## src/rtl/fifo_stream_reader.sv

```systemverilog
// Read-side master for the team FIFO: pops words into a two-entry skid buffer and
// presents them as a valid/ready stream with a per-packet last flag.
module fifo_stream_reader #(
    parameter int DATA_WIDTH = 8,
    parameter int PKT_LEN    = 4
) (
    input  logic                  clk,
    input  logic                  rst_n,
    input  logic                  en_i,
    input  logic                  flush_i,
    input  logic                  fifo_empty_i,
    input  logic [DATA_WIDTH-1:0] fifo_rdata_i,
    output logic                  fifo_rden_o,
    output logic                  m_valid_o,
    input  logic                  m_ready_i,
    output logic [DATA_WIDTH-1:0] m_data_o,
    output logic                  m_last_o,
    output logic                  busy_o
);

    localparam int CW = (PKT_LEN > 1) ? $clog2(PKT_LEN) : 1;
    localparam logic [CW-1:0] LAST_BEAT = CW'(PKT_LEN - 1);

    typedef enum logic [1:0] {
        IDLE = 2'd0,
        RUN  = 2'd1,
        STOP = 2'd2
    } state_t;

    state_t                state;
    state_t                state_nxt;
    logic [1:0]            cnt;
    logic [DATA_WIDTH-1:0] skid0;
    logic [DATA_WIDTH-1:0] skid1;
    logic [CW-1:0]         pop_cnt;
    logic [CW-1:0]         out_cnt;
    logic                  pop;
    logic                  xfer;

    // Pop decision uses only registered occupancy, so m_ready_i never reaches fifo_rden_o.
    always_comb begin
        pop  = !flush_i && !fifo_empty_i && (cnt < 2'd2) && (state != IDLE);
        xfer = (cnt != 2'd0) && m_ready_i && !flush_i;
    end

    always_comb begin
        state_nxt = state;
        case (state)
            IDLE: if (en_i) state_nxt = RUN;
            RUN:  if (!en_i) state_nxt = (pop_cnt != '0) ? STOP : IDLE;
            STOP: begin
                if (en_i)
                    state_nxt = RUN;
                else if (pop && (pop_cnt == LAST_BEAT))
                    state_nxt = IDLE;
            end
            default: state_nxt = IDLE;
        endcase
        if (flush_i)
            state_nxt = IDLE;
    end

    always_ff @(posedge clk or negedge rst_n) begin
        if (!rst_n)
            state <= IDLE;
        else
            state <= state_nxt;
    end

    // skid0 is always the head; a simultaneous pop and transfer at cnt==1 refills the head directly.
    always_ff @(posedge clk or negedge rst_n) begin
        if (!rst_n) begin
            cnt   <= 2'd0;
            skid0 <= '0;
            skid1 <= '0;
        end else if (flush_i) begin
            cnt <= 2'd0;
        end else begin
            case ({pop, xfer})
                2'b10: begin
                    if (cnt == 2'd0)
                        skid0 <= fifo_rdata_i;
                    else
                        skid1 <= fifo_rdata_i;
                    cnt <= cnt + 2'd1;
                end
                2'b01: begin
                    skid0 <= skid1;
                    cnt   <= cnt - 2'd1;
                end
                2'b11: skid0 <= fifo_rdata_i;
                default: ;
            endcase
        end
    end

    always_ff @(posedge clk or negedge rst_n) begin
        if (!rst_n) begin
            pop_cnt <= '0;
            out_cnt <= '0;
        end else if (flush_i) begin
            pop_cnt <= '0;
            out_cnt <= '0;
        end else begin
            if (pop)
                pop_cnt <= (pop_cnt == LAST_BEAT) ? '0 : pop_cnt + 1'b1;
            if (xfer)
                out_cnt <= (out_cnt == LAST_BEAT) ? '0 : out_cnt + 1'b1;
        end
    end

    always_comb begin
        fifo_rden_o = pop;
        m_valid_o   = (cnt != 2'd0);
        m_data_o    = skid0;
        m_last_o    = m_valid_o && (out_cnt == LAST_BEAT);
        busy_o      = (state != IDLE) || (cnt != 2'd0);
    end

endmodule
```

## config.mk

```make
export PLATFORM = sky130hd
export DESIGN_NAME = fifo_stream_reader
export DESIGN_NICKNAME = d
export VERILOG_FILES = /design/src/rtl/fifo_stream_reader.sv
export SDC_FILE = /design/constraint.sdc
export NUM_CORES = 1
export LEC_CHECK = 0
export CAP_MARGIN = 20
export CORE_ASPECT_RATIO = 1.75
export CORE_UTILIZATION = 49
export DETAILED_ROUTE_END_ITERATION = 6
export GPL_TIMING_DRIVEN = 0
export PLACE_DENSITY = 0.79
export SYNTH_ARGS = -nofsm -noshare
export SYNTH_HDL_FRONTEND = slang
export SYNTH_SLANG_ARGS = --single-unit
```

## constraint.sdc

```tcl
create_clock -name clk -period 2.2 [get_ports clk]
set_input_delay 0.44 -clock clk [delete_from_list [all_inputs] [get_ports clk]]
set_output_delay 0.44 -clock clk [all_outputs]
set_load 0.03 [all_outputs]
```

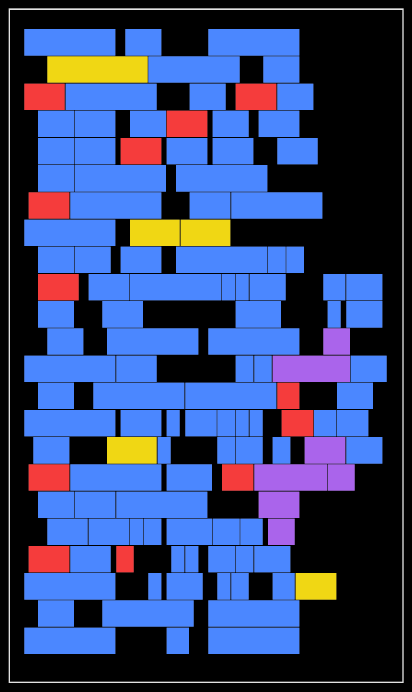
Fig. 1. Drive-strength map (run 1).
(10 px per micron)
[blue] x1 and smaller | cells: 100 | share: 81%
[red] x2 | cells: 12 | share: 9.7%
[purple] x3 and x4 | cells: 7 | share: 5.6%
[yellow] x6 and larger | cells: 5 | share: 4.0%
buffers outside the clock class: 30
Synth-to-Final Area Change: 30.5%

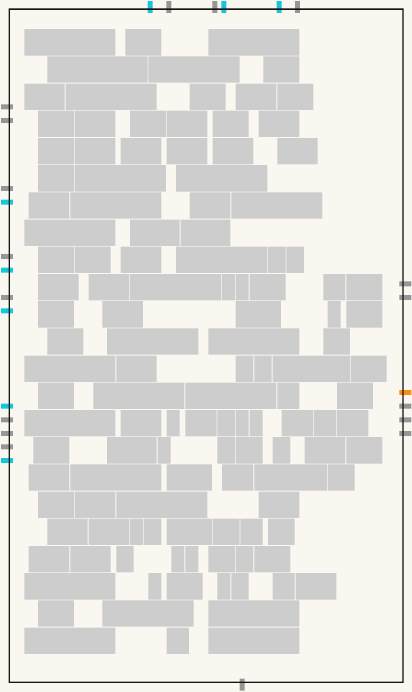
Fig. 2. I/O pins on the die edge (run 1).
(10 px per micron) Pins as bars across the die edge, other pins in gray.
[cyan] `fifo_rdata_i` | pins: 8 | direction: input | edge: 5 west, 3 north
[orange] `flush_i` | pins: 1 | direction: input | edge: east
PortBufs: 25
Die Wd: 39.2 microns

==> metrics.yaml, run 1 <==
grt_max_degree: 25
drc: 0
yosys_warnings: 0
cp.arrival_ns: 2.27
tightest_slew_ns: 0.617
end_kind: "flop"
fin_nets: 143
path_class: "in2reg"
irDropWorstVdd_uv: 720
grt_overflow_total: 0
fp_nets: 110
warning_count: 27
htreeDepth: 1
layout_setup_ws_ns: 0.0842
vias: 816
path_cells: "clkdlybuf4s50_1, o21ai_2, a211oi_4, buf_4, mux2_1, mux2_2"
yosys-stat-area_sq_um: 1190
synth.distinct_cells: 31
setup_viol_count_final: 0
min_path_type: "in2async"
hold_viol: 0
routed_wire_length_per_instance_microns: 13.9
cts_tree: "done"
cts_buffer_depth: 2
via_per_inst: 5.48
finalClockPeriodUsage: 0.962
first_iter_violations: 7
max_clock_freq_ghz: 0.473
place.gp.congestion: 0.698
top_area_cell: "dfrtp_1"
postSynthAreaPerCell_sq_um: 12.8
status: "finished, final reports clean"
pwr_density_cell_nw_per_um2: 706
max-slew-margin-rel: 0.585
skew_ns: 0.00186
slew_violations: 0
clock_latency_ns: 0.26
grt_util_all_layers: 0.197
area_leaders: "dfrtp_1, mux2_1, mux2_2"
grt_pass1_wl_microns: 3690
syn_inst: 93
clk_pin_slew_ns: 0.08
p_total_mw: 1.10
seq_area_frac_synth: 0.505
diodes: 0
ys_cells: 93
synth_top_area_share: 0.505
cts.sinks: 24
ant_nets: 0
cts_hold_buffers: 0
slowest_delay_ns: 0.62
routed_wl_microns: 2070
cts_root_buffer: "clkbuf_8"
critical_path_required_ns: 2.35
start_kind: "input pin"
hpwlAfterDp_microns: 1600
dr.pass1.iters: 4
maxCapViolations: 0
dieArea_sq_um: 2630
antenna_found_initial: 0
fp-utilization: 0.516
numSynthFlops: 24
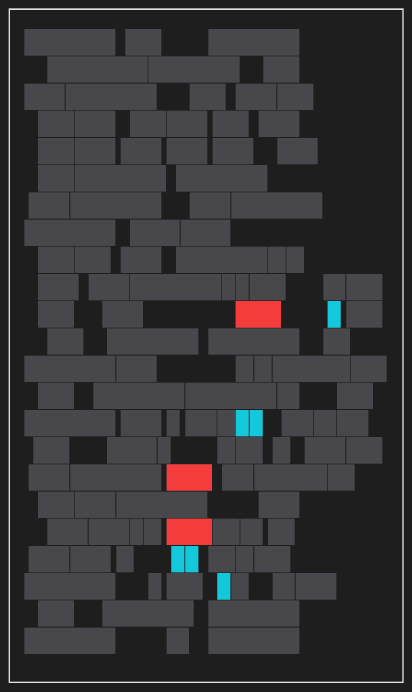
Fig. 3. Logic cells by family (run 1).
(10 px per micron)
[red] fa/ha/maj cells | cells: 3 | most used: ha_1
[cyan] inv cells | cells: 6 | most used: inv_1

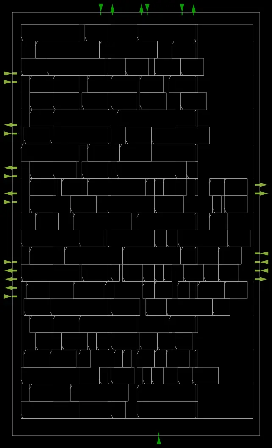
Fig. 4. Cell outlines without signal wires (run 1).
std cell rows: 23
final core utilization: 0.674
fillers: 182
core region area: 2300 sq um
final std cells w/o fill: 149

==> run 1: power by group <==
| group | switching, mW | internal [mW] |
|---|---|---|
| clock network | 0.124 | 0.122 |
| logic | 0.166 | 0.155 |
| registers | 0.0302 | 0.498 |
==> run 1: final cells by class <==
type                            instances  area, sq um
Clock buffer                            3         41.3
Sequential cell                        24          601
Timing Repair Buffer                   28          287
Fill cell                             182          751
Inverter                                6         22.5
Buffer                                  2         18.8
Tap cell                               25         31.3
Multi-Input combinational cell         61          551
==> run 1: Yosys cell counts, drive strengths merged <==
library cell,number
dfrtp,24
mux2,24
nor2,7
inv,6
a21oi,5
ha,3
o21ai,3
a211oi,2
mux2i,2
nand2,2
nand3,2
nor3,2
a31oi,1
buf,1
clkbuf,1
nand2b,1
nand3b,1
nor2b,1
nor3b,1
nor4,1
or2,1
or3,1
xor2,1
==> run 1: stage by stage <==
stage          setup TNS [ns]  hold WS (ns)  cell area [sq um]   util  std cells
2_1_floorplan               0         0.144               1190      -         93
3_3_place_gp            -3.03         0.464               1470  0.639        143
3_5_place_dp            -3.44         0.476               1470  0.639        143
4_1_cts                     0         0.494               1510  0.657        146
5_1_grt                     0         0.454               1550  0.674        149
6_report                    0         0.443               1550  0.674        149
==> run 1: final timing paths <==
| kind | from | to | slack (ns) | depth (start not counted) |
|---|---|---|---|---|
| worst max-delay path | m_ready_i | m_data_o[2] | 0.08 | 6 |
| worst min-delay path | rst_n | skid1[6] | 0.44 | 1 |
| worst max register to register | state[1] | m_data_o[2] | 0.31 | 6 |
| worst min register to register | skid1[0] | skid1[0] | 0.49 | 1 |
| max in group asynchronous | rst_n | m_data_o[5] | 1.35 | 2 |
| min in group clk | skid1[0] | skid1[0] | 0.49 | 1 |
==> run 1: sequential cells by signal, summed over array words and instances, names as in the netlist <==
register  count
m_data_o      8
skid1         8
cnt           2
out_cnt       2
pop_cnt       2
state         2
==> run 1: placed cells by master, fill, tap and decap left out, types with 2 or more instances in the layout <==
master	instances
a21oi_1	4
buf_4	2
clkbuf_8	3
clkdlybuf4s50_1	23
dfrtp_1	24
ha_1	3
inv_1	6
mux2_1	16
mux2_2	8
mux2i_1	2
nand3_1	2
nor2_1	5
nor3_1	2
==> run 1: worst max-delay path, delay by kind of cell <==
kind | cells | cell delay, ns
compound gates | 2 | 0.43
buf+inv | 2 | 0.80
mux | 2 | 0.59
==> run 1: per-layer routing <==
layer / vias up / part of all wire / GRT usage
met3: 4 / 0.048 / 0.0230
li1: 389 / - / -
met1: 400 / 0.38 / 0.236
met4: 0 / 0.013 / 0.0647
met2: 23 / 0.56 / 0.352
met5: - / 0 / 0
==> run 1: cells by family after synthesis <==
logic type	after synthesis	synth area share
buffers and inverters	8	0.0316
adders and majority gates	3	0.0316
DFF	24	0.505
xor gates and xnor gates	1	0.00737
AOI/OAI and AO/OA	11	0.0684
muxes	26	0.244
and+or+nand+nor	20	0.112
==> run 1: repair_timing <==
action                                  CTS  global route
endpoints found under the setup margin   10             9
setup buffers                             0             2
cloned                                    0             0
pin swaps                                 1             1
gates resized                             4             2
## Run 2: what changed since run 1
--- a/config.mk
+++ b/config.mk
@@ -11,6 +11,7 @@
 export DETAILED_ROUTE_END_ITERATION = 6
 export GPL_TIMING_DRIVEN = 0
 export PLACE_DENSITY = 0.79
+export SLEW_MARGIN = 40
 export SYNTH_ARGS = -nofsm -noshare
 export SYNTH_HDL_FRONTEND = slang
 export SYNTH_SLANG_ARGS = --single-unit
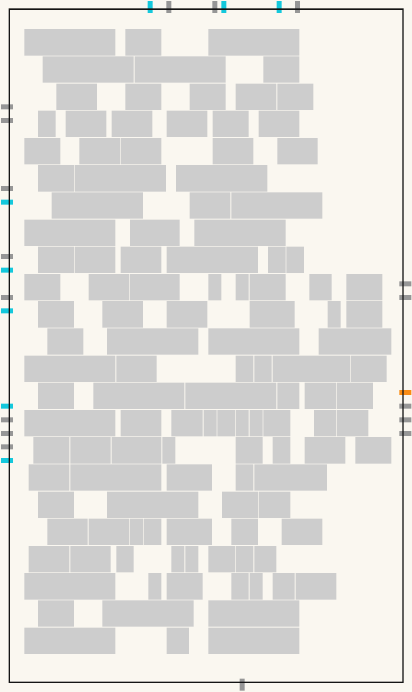
Fig. 5. I/O pins on the die edge (run 2).
(10 px per micron) Pins as bars across the die edge, other pins in gray.
[orange] `flush_i` | pins: 1 | direction: input | edge: east
[cyan] `fifo_rdata_i` | pins: 8 | direction: input | edge: 5 west, 3 north

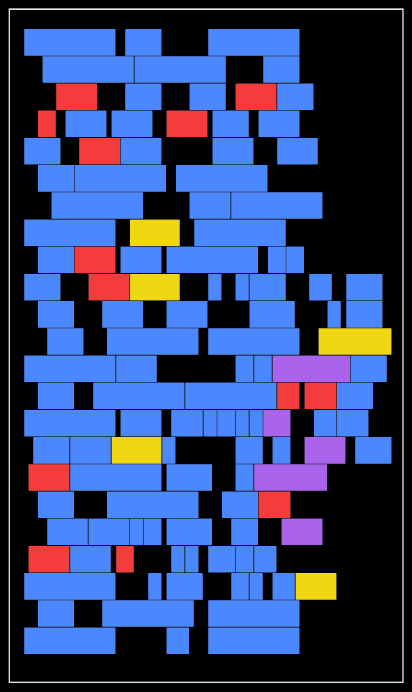
Fig. 6. Drive-strength map (run 2).
(10 px per micron)
[purple] x3 and x4 | cells: 5 | share: 4.1%
[blue] x1 and smaller | cells: 99 | share: 81%
[yellow] x6 and larger | cells: 5 | share: 4.1%
[red] x2 | cells: 13 | share: 11%

==> run 2 against run 1 <==
Against the previous run:
- final cell count decreased by 1.3%
- flip-flop count stayed put
- first-iteration DRC count shrank 57%
- via count down 0.74%
- worst setup slack improved by 0.0021 ns
- synthesized cell count unchanged
- power is 0.69% lower
- sequential share of layout area increased by 0.70 points
- critical path depth shrank 3
- critical endpoint is now m_last_o
- largest cell class unchanged
- largest power group unchanged
- highest routed layer unchanged
==> metrics.yaml, run 2 <==
critical_path_required_ns: 1.76  # -0.59 ns
end_kind: "output port"
place.gp.congestion: 0.698  # unchanged
path_cells: "nor2_2, nor2b_1, clkdlybuf4s50_1"
clk_pin_slew_ns: 0.08  # about the same
via_per_inst: 5.51  # +0.62%
dp.cells: 143  # unchanged
fin_cells: 147  # -1.3%
grt_overflow_total: 0  # unchanged
ys_cells: 93  # unchanged
maxCapViolations: 0  # unchanged
synth_top_area_share: 0.505  # unchanged
max_clock_freq_ghz: 0.473  # about the same
mostFrequentLayoutCells: "dfrtp_1, clkdlybuf4s50_1, mux2_1"
regToRegStartpoint: "state[1]"
routed_wire_length_per_instance_microns: 14.0  # +1.1%
slew_violations: 0  # unchanged
area_leaders: "dfrtp_1, mux2_1, mux2_2"
fp-utilization: 0.516  # unchanged
hpwlAfterDp_microns: 1620  # +0.92%
antenna_found_initial: 0  # unchanged
status: "finished, final reports clean"
grt_pass1_wl_microns: 3690  # unchanged
dr.pass1.iters: 2  # -2
first_iter_violations: 3  # -4
dieArea_sq_um: 2630  # unchanged
most_common_cell: "dfrtp_1"
min_path_type: "in2async"
regToRegSetupSlack_ns: 0.30  # about the same
seq_area_frac_synth: 0.505  # unchanged
die_x_microns: 39.2  # unchanged
top_area_cell: "dfrtp_1"
core_area_sq_um: 2300  # unchanged
area.growth.synth_to_final_pct: 28.2
finalSetupTns_ns: 0  # unchanged
synth.distinct_cells: 31  # unchanged
grt_util_all_layers: 0.197  # -0.000673
start_kind: "flop"
syn_inst: 93  # unchanged
drc: 0  # unchanged
crit_start: "cnt[1]"
run 2: what timing repair did:
action                     CTS  global route
setup endpoints to repair   10             9
resized                      4             2
hold buffers                 0             0
pin swaps                    1             1
buffers inserted             0             1
run 2: path summary, 6_finish.rpt:
kind / to
min in group clk: skid1[0]
max reg2reg: m_data_o[2]
min reg2reg: skid1[0]
max in group asynchronous: cnt[0]
min: m_data_o[3]
max: m_last_o
run 2: cells by family after synthesis:
| group | after synthesis | share of synthesized area |
|---|---|---|
| and+or+nand+nor | 20 | 0.112 |
| buffers and inverters | 8 | 0.0316 |
| DFF | 24 | 0.505 |
| AOI/OAI and AO/OA | 11 | 0.0684 |
| xor gates and xnor gates | 1 | 0.00737 |
| adders and majority gates | 3 | 0.0316 |
| muxes | 26 | 0.244 |
run 2: layout make-up:
class                           instances  area, sq um  area share
Clock buffer                            3         41.3      0.0271
Timing Repair Buffer                   26          259       0.170
Buffer                                  2         18.8      0.0123
Multi-Input combinational cell         61          551       0.361
Tap cell                               25         31.3      0.0205
Inverter                                6         22.5      0.0148
Sequential cell                        24          601       0.394
run 2: power breakdown:
part           switching [mW]  internal [mW]
combinational           0.165          0.150
clock                   0.123          0.122
sequential             0.0304          0.498
total                   0.318          0.770
run 2: routing by layer:
metal | global-route usage | wire length [microns] | vias up
met4 | 0.0647 | 27 | 0
met5 | 0 | 0 | -
met3 | 0.0230 | 77 | 5
met1 | 0.225 | 804 | 400
met2 | 0.360 | 1160 | 22
li1 | - | - | 383
run 2: stage by stage:
| step | utilization | hold WS, ns | total power, mW | setup WS [ns] | area [sq um] |
|---|---|---|---|---|---|
| final | 0.662 | 0.147 | 1.09 | 0.0863 | 1520 |
| after global routing | 0.662 | 0.196 | 1.13 | 0.0329 | 1520 |
| after CTS | 0.655 | 0.165 | 1.10 | 0.0193 | 1510 |
| after detailed placement | 0.636 | 0.448 | 0.855 | -0.410 | 1470 |
| after global placement | 0.639 | 0.464 | 0.844 | -0.369 | 1470 |
| after floorplan | - | 0.144 | 0.706 | 0.357 | 1190 |
run 2: critical path: cells and delay by family (launching register included):
family / cells / cell delay (ns)
buffers and inverters: 1 / 0.59
flip-flops: 1 / 0.46
AND/OR/NAND/NOR: 2 / 0.36
Power figures rest on the tool's default switching activity, not on a simulated workload.
